**Power grid**

Bar = 200 um. Pins as bars on the die edge. Tap cells in gray.
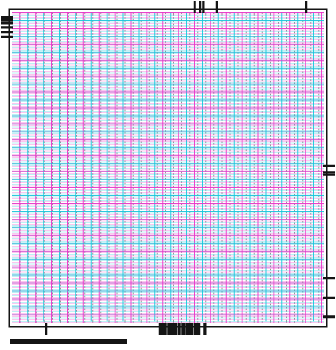
**Cells colored by class**

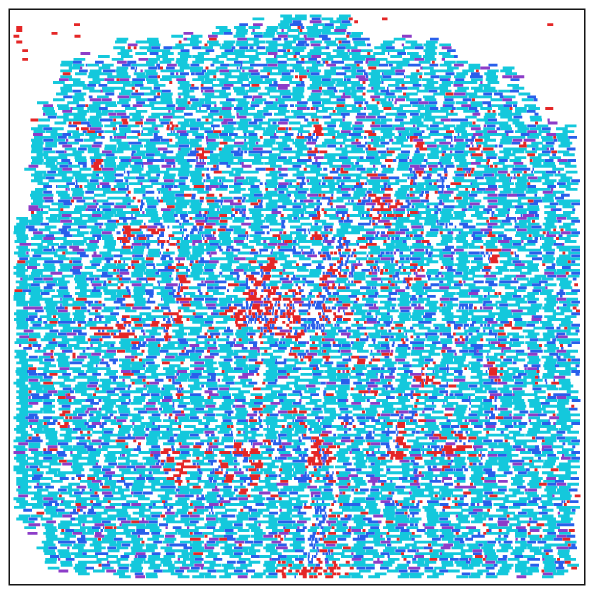
**Clock network drawn from the DEF**

Bar = 200 um.
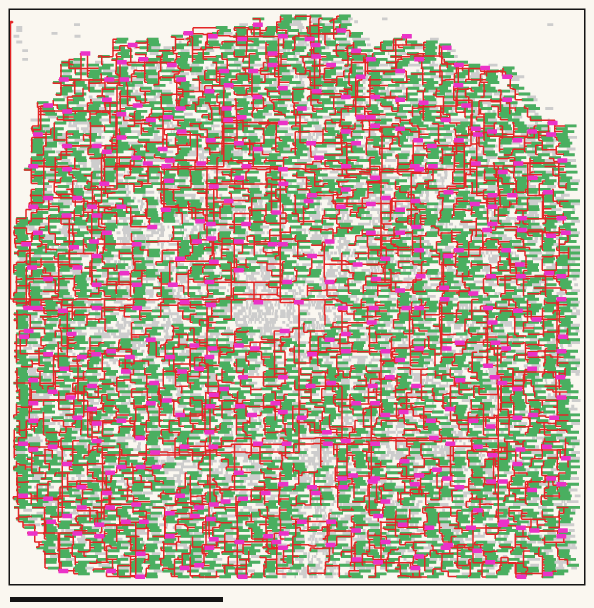
### config.mk
export PLATFORM = sky130hd
export DESIGN_NAME = instr_fetch
export DESIGN_NICKNAME = d
export VERILOG_FILES = /design/src/rtl/ifetch_pkg.sv /design/src/rtl/instr_mem.sv /design/src/rtl/instr_fetch.sv
export SDC_FILE = /design/constraint.sdc
export NUM_CORES = 2
export LEC_CHECK = 0
export CORE_MARGIN = 3
export CORE_UTILIZATION = 56
export DETAILED_ROUTE_END_ITERATION = 6
export GPL_ROUTABILITY_DRIVEN = 0
export MAX_ROUTING_LAYER = met4
export PLACE_DENSITY_LB_ADDON = 0.1
export SKIP_CTS_REPAIR_TIMING = 1
export SYNTH_ARGS = -nofsm -noshare
export SYNTH_HDL_FRONTEND = slang
export SYNTH_SLANG_ARGS = --single-unit
### constraint.sdc
create_clock -name clk -period 3.25 [get_ports clk]
set_input_delay 0.65 -clock clk [delete_from_list [all_inputs] [get_ports clk]]
set_output_delay 0.65 -clock clk [all_outputs]
set_load 0.005 [all_outputs]
### src/rtl/ifetch_pkg.sv
// Shared types and default widths for the instruction fetch slice.
// Ports: none (package only).
// Imported by instr_fetch and instr_mem; IFETCH_SKID_EN is consumed by instr_fetch.
package ifetch_pkg;

  localparam int ADDR_W_DEF  = 8;
  localparam int INSTR_W_DEF = 16;

  typedef logic [ADDR_W_DEF-1:0]  addr_t;
  typedef logic [INSTR_W_DEF-1:0] instr_t;

  typedef enum logic {
    LOAD = 1'b0,
    RUN  = 1'b1
  } fetch_state_t;

endpackage

### src/rtl/instr_mem.sv
// Purpose: 1W/1R instruction RAM with a registered, enabled read port (block RAM style).
// Latency: read data valid one cycle after rd_en_i; a same-cycle write returns the old word.
// Backpressure: none; rd_data_o holds its value while rd_en_i is low.
// Ports: clk/rst, write port (wr_en_i, wr_addr_i, wr_data_i), read port (rd_en_i, rd_addr_i, rd_data_o).
module instr_mem
  import ifetch_pkg::*;
#(
  parameter int ADDR_W  = ADDR_W_DEF,
  parameter int INSTR_W = INSTR_W_DEF
) (
  input  logic               clk,
  input  logic               rst,
  input  logic               wr_en_i,
  input  logic [ADDR_W-1:0]  wr_addr_i,
  input  logic [INSTR_W-1:0] wr_data_i,
  input  logic               rd_en_i,
  input  logic [ADDR_W-1:0]  rd_addr_i,
  output logic [INSTR_W-1:0] rd_data_o
);

  logic [INSTR_W-1:0] mem_q [2**ADDR_W];
  logic [INSTR_W-1:0] rd_data_q;

  // Storage is never cleared; only the output register has a reset.
  always_ff @(posedge clk) begin
    if (wr_en_i) begin
      mem_q[wr_addr_i] <= wr_data_i;
    end
  end

  always_ff @(posedge clk) begin
    if (rst) begin
      rd_data_q <= '0;
    end else if (rd_en_i) begin
      rd_data_q <= mem_q[rd_addr_i];
    end
  end

  assign rd_data_o = rd_data_q;

endmodule

### src/rtl/instr_fetch.sv
// Purpose: owns program RAM, takes the download port, streams instructions in order to decode.
// Latency: 1 cycle issue->out_valid; redirect gives one bubble; restart at RESET_PC after download.
// Backpressure: out_valid & !out_ready holds outputs; IFETCH_SKID_EN adds a 2-entry skid (no release bubble).
// Ports: clk, rst; download (write, write_instruction_index, write_instruction);
//        redirect (redirect_valid, redirect_pc); output (out_valid, out_ready, out_instr, out_pc); loading.
module instr_fetch
  import ifetch_pkg::*;
#(
  parameter int ADDR_W   = ADDR_W_DEF,
  parameter int INSTR_W  = INSTR_W_DEF,
  parameter int RESET_PC = 10
) (
  input  logic               clk,
  input  logic               rst,
  input  logic               write,
  input  logic [ADDR_W-1:0]  write_instruction_index,
  input  logic [INSTR_W-1:0] write_instruction,
  input  logic               redirect_valid,
  input  logic [ADDR_W-1:0]  redirect_pc,
  output logic               out_valid,
  input  logic               out_ready,
  output logic [INSTR_W-1:0] out_instr,
  output logic [ADDR_W-1:0]  out_pc,
  output logic               loading
);

  localparam logic [ADDR_W-1:0] RESET_ADDR = ADDR_W'(RESET_PC);

  fetch_state_t       state_q, state_d;
  logic [ADDR_W-1:0]  pc_q, pc_d;
  logic [ADDR_W-1:0]  rd_pc_q;
  logic               rd_vld_q, rd_vld_d;
  logic [INSTR_W-1:0] rd_data;
  logic               redir, flush, can_issue, issue;

  // ---------------- FSM ----------------
  always_ff @(posedge clk) begin
    if (rst) begin
      state_q <= RUN;
    end else begin
      state_q <= state_d;
    end
  end

  always_comb begin
    state_d = state_q;
    if (write) begin
      state_d = LOAD;
    end else if (state_q == LOAD) begin
      state_d = RUN;
    end
  end

  always_comb begin
    loading = (state_q == LOAD);
  end

  // ---------------- fetch control ----------------
  // Download beats redirect; both drop whatever is held or in flight.
  assign redir = redirect_valid & ~write & (state_q == RUN);
  assign flush = write | redir;
  // The LOAD->RUN cycle issues RESET_PC because the slot was emptied by the download.
  // A redirect only reloads pc; the target is issued next cycle from an empty slot.
  assign issue = ~flush & can_issue;

  always_comb begin
    pc_d = pc_q;
    if (write) begin
      pc_d = RESET_ADDR;
    end else if (redir) begin
      pc_d = redirect_pc;
    end else if (issue) begin
      pc_d = pc_q + ADDR_W'(1);
    end
  end

  always_ff @(posedge clk) begin
    if (rst) begin
      pc_q     <= RESET_ADDR;
      rd_vld_q <= 1'b0;
      rd_pc_q  <= '0;
    end else begin
      pc_q     <= pc_d;
      rd_vld_q <= rd_vld_d;
      if (issue) begin
        rd_pc_q <= pc_q;
      end
    end
  end

  instr_mem #(
    .ADDR_W (ADDR_W),
    .INSTR_W(INSTR_W)
  ) u_mem (
    .clk      (clk),
    .rst      (rst),
    .wr_en_i  (write & ~rst),
    .wr_addr_i(write_instruction_index),
    .wr_data_i(write_instruction),
    .rd_en_i  (issue),
    .rd_addr_i(pc_q),
    .rd_data_o(rd_data)
  );

`ifdef IFETCH_SKID_EN
  // The RAM output register is the youngest word; anything decode has not
  // taken is moved into a 2-entry buffer whose head drives the outputs.
  logic [1:0]         sk_cnt_q;
  logic [ADDR_W-1:0]  sk_pc_q    [2];
  logic [INSTR_W-1:0] sk_instr_q [2];
  logic               head_sk, pop, pop_sk, push_sk, push_idx;
  logic [1:0]         occ_after;

  always_comb begin
    head_sk   = (sk_cnt_q != 2'd0);
    out_valid = head_sk | rd_vld_q;
    out_pc    = head_sk ? sk_pc_q[0]    : rd_pc_q;
    out_instr = head_sk ? sk_instr_q[0] : rd_data;
    pop       = out_valid & out_ready;
    pop_sk    = head_sk & pop;
    // The RAM word bypasses the buffer only when it is the head and gets taken.
    push_sk   = rd_vld_q & ~(pop & ~head_sk);
    push_idx  = sk_cnt_q[0] ^ pop_sk;
    // Words left after this edge; issuing is safe while at most one remains,
    // so buffer plus RAM register never exceed two.
    occ_after = sk_cnt_q + {1'b0, rd_vld_q} - {1'b0, pop};
    can_issue = (occ_after <= 2'd1);
  end

  assign rd_vld_d = issue;

  always_ff @(posedge clk) begin
    if (rst || flush) begin
      sk_cnt_q <= 2'd0;
    end else begin
      sk_cnt_q <= sk_cnt_q + {1'b0, push_sk} - {1'b0, pop_sk};
    end
  end

  always_ff @(posedge clk) begin
    if (pop_sk) begin
      sk_pc_q[0]    <= sk_pc_q[1];
      sk_instr_q[0] <= sk_instr_q[1];
    end
    // Placed after the shift so a pop+push into slot 0 keeps the new word.
    if (push_sk) begin
      sk_pc_q[push_idx]    <= rd_pc_q;
      sk_instr_q[push_idx] <= rd_data;
    end
  end
`else
  // Single output slot: the RAM output register itself. After a stall the
  // next read waits one cycle, so each release costs exactly one bubble.
  logic stalled_q;

  always_comb begin
    out_valid = rd_vld_q;
    out_pc    = rd_pc_q;
    out_instr = rd_data;
  end

  assign can_issue = ~rd_vld_q | (out_ready & ~stalled_q);
  assign rd_vld_d  = ~flush & (issue | (rd_vld_q & ~out_ready));

  always_ff @(posedge clk) begin
    if (rst || flush) begin
      stalled_q <= 1'b0;
    end else begin
      stalled_q <= rd_vld_q & ~out_ready;
    end
  end
`endif

endmodule
==> results.toml <==
# implementation run metrics
[placement]
postPlaceCellArea_um2 = 175000
numPortBuffers = 62
place_ws_ns = -0.880

[status]
outcome = "finished, violations left"
failed_checks = "setup timing"

[synthesis]
yosysCellCount = 7144
xor_area_frac = 0.000110
syn_inst = 7144
largest_area_cell = "edfxtp_1"
async_flop_share = 0
mux_share = 0.161
aoi_share = 0.0271
ys_sh_adder = 0.0000783

[worst_setup_path]
critPathMaxStageDelay_ns = 0.61
cp_top_family = "buffers and inverters"
cpMostUsedCell = "buf_12"
worst_setup_path_start_kind = "flip-flop"

[power]
pg_seq_mw = 58.8
share_comb_of_total_power = 0.056
cellInternalPower_mw = 86.8
switching_share = 0.215
top_power_group = "registers"
power_switching_mw = 23.7

[sta]
worst_pin_slew_ns = 1.28
fin_setup_tns_ns = -0.181
fmax_mhz = 302
fin_crit_ns = 3.31
setup_slack_ns = -0.0636
whs_ns = 0.126
setup_viol = 6
slew_viol_final = 0

[route]
routed_via_density = 6.77
ant_nets = 0
wl_per_cell_um = 38.4
routed_wl_mm = 475
route.met2.wl_mm = 221
top_layer = "met4"

[grt]
grt_pass1_wl_mm = 656
grt_max_degree = 114

[cells_and_area]
mostFrequentLayoutCells = "edfxtp_1 (4096), mux4_2 (959), buf_4 (681)"
fillCellCount = 18001
combGateArea_um2 = 33700
layout_top_cell = "edfxtp_1"

[hold_path]
hp-class = "input pin to flip-flop"

[floorplan]
num_io_pins = 63

[cts]
cts_root_buf = "clkbuf_16"
## Picture notes: 'power grid'
legend:
  VDD:
    color: cyan
  VSS:
    color: magenta
met5 straps: 39
met4 straps: 39
rows: 195
Die W: 540 um
Max VDD drop: 0.509 mV
Die Y: 540 um
core area: 283000 um2

## Picture notes: 'cells colored by class'
legend:
  clock drivers and dummy loads:
    color: purple
    cells: 733
  remaining logic cells:
    color: blue
    cells: 2590
  remaining buffers and delay cells:
    color: red
    cells: 1142
  sequential cells:
    color: cyan
    cells: 4131
Site Rows: 195
Seq area share: 0.655
Finished Cell Area: 189000 um2
fin util: 0.667

## Picture notes: 'clock network drawn from the DEF'
legend:
  flip-flops:
    color: green
    count: 4131
  clock-net drivers:
    color: magenta
    count: 408
  clock wires:
    color: red
    length: 44.3 mm
routed clock nets: 409
flops lie: all over the die

## layer usage
| layer | track usage | vias to the layer above |
|---|---|---|
| met2 | 0.494 | 5419 |
| met5 | - | - |
| met3 | 0.0689 | 919 |
| met4 | 0.147 | 0 |
| met1 | 0.458 | 44627 |
| li1 | - | 32730 |
## final cells by class
type                       count  share of cell area
inverter                      11            0.000298
clock inverter               236              0.0111
tap                         3743              0.0248
timing repair buffer        1142              0.0729
antenna                       28            0.000371
multi-input combinational   2579               0.178
sequential                  4131               0.655
clock buffer                 497              0.0566
## registers in the layout, summed over array words and instances (netlist names)
name	flops
state_q	1
out_valid	1
u_mem.rd_data_o	16
out_pc	8
u_mem.mem_q	4096
stalled_q	1
pc_q	8
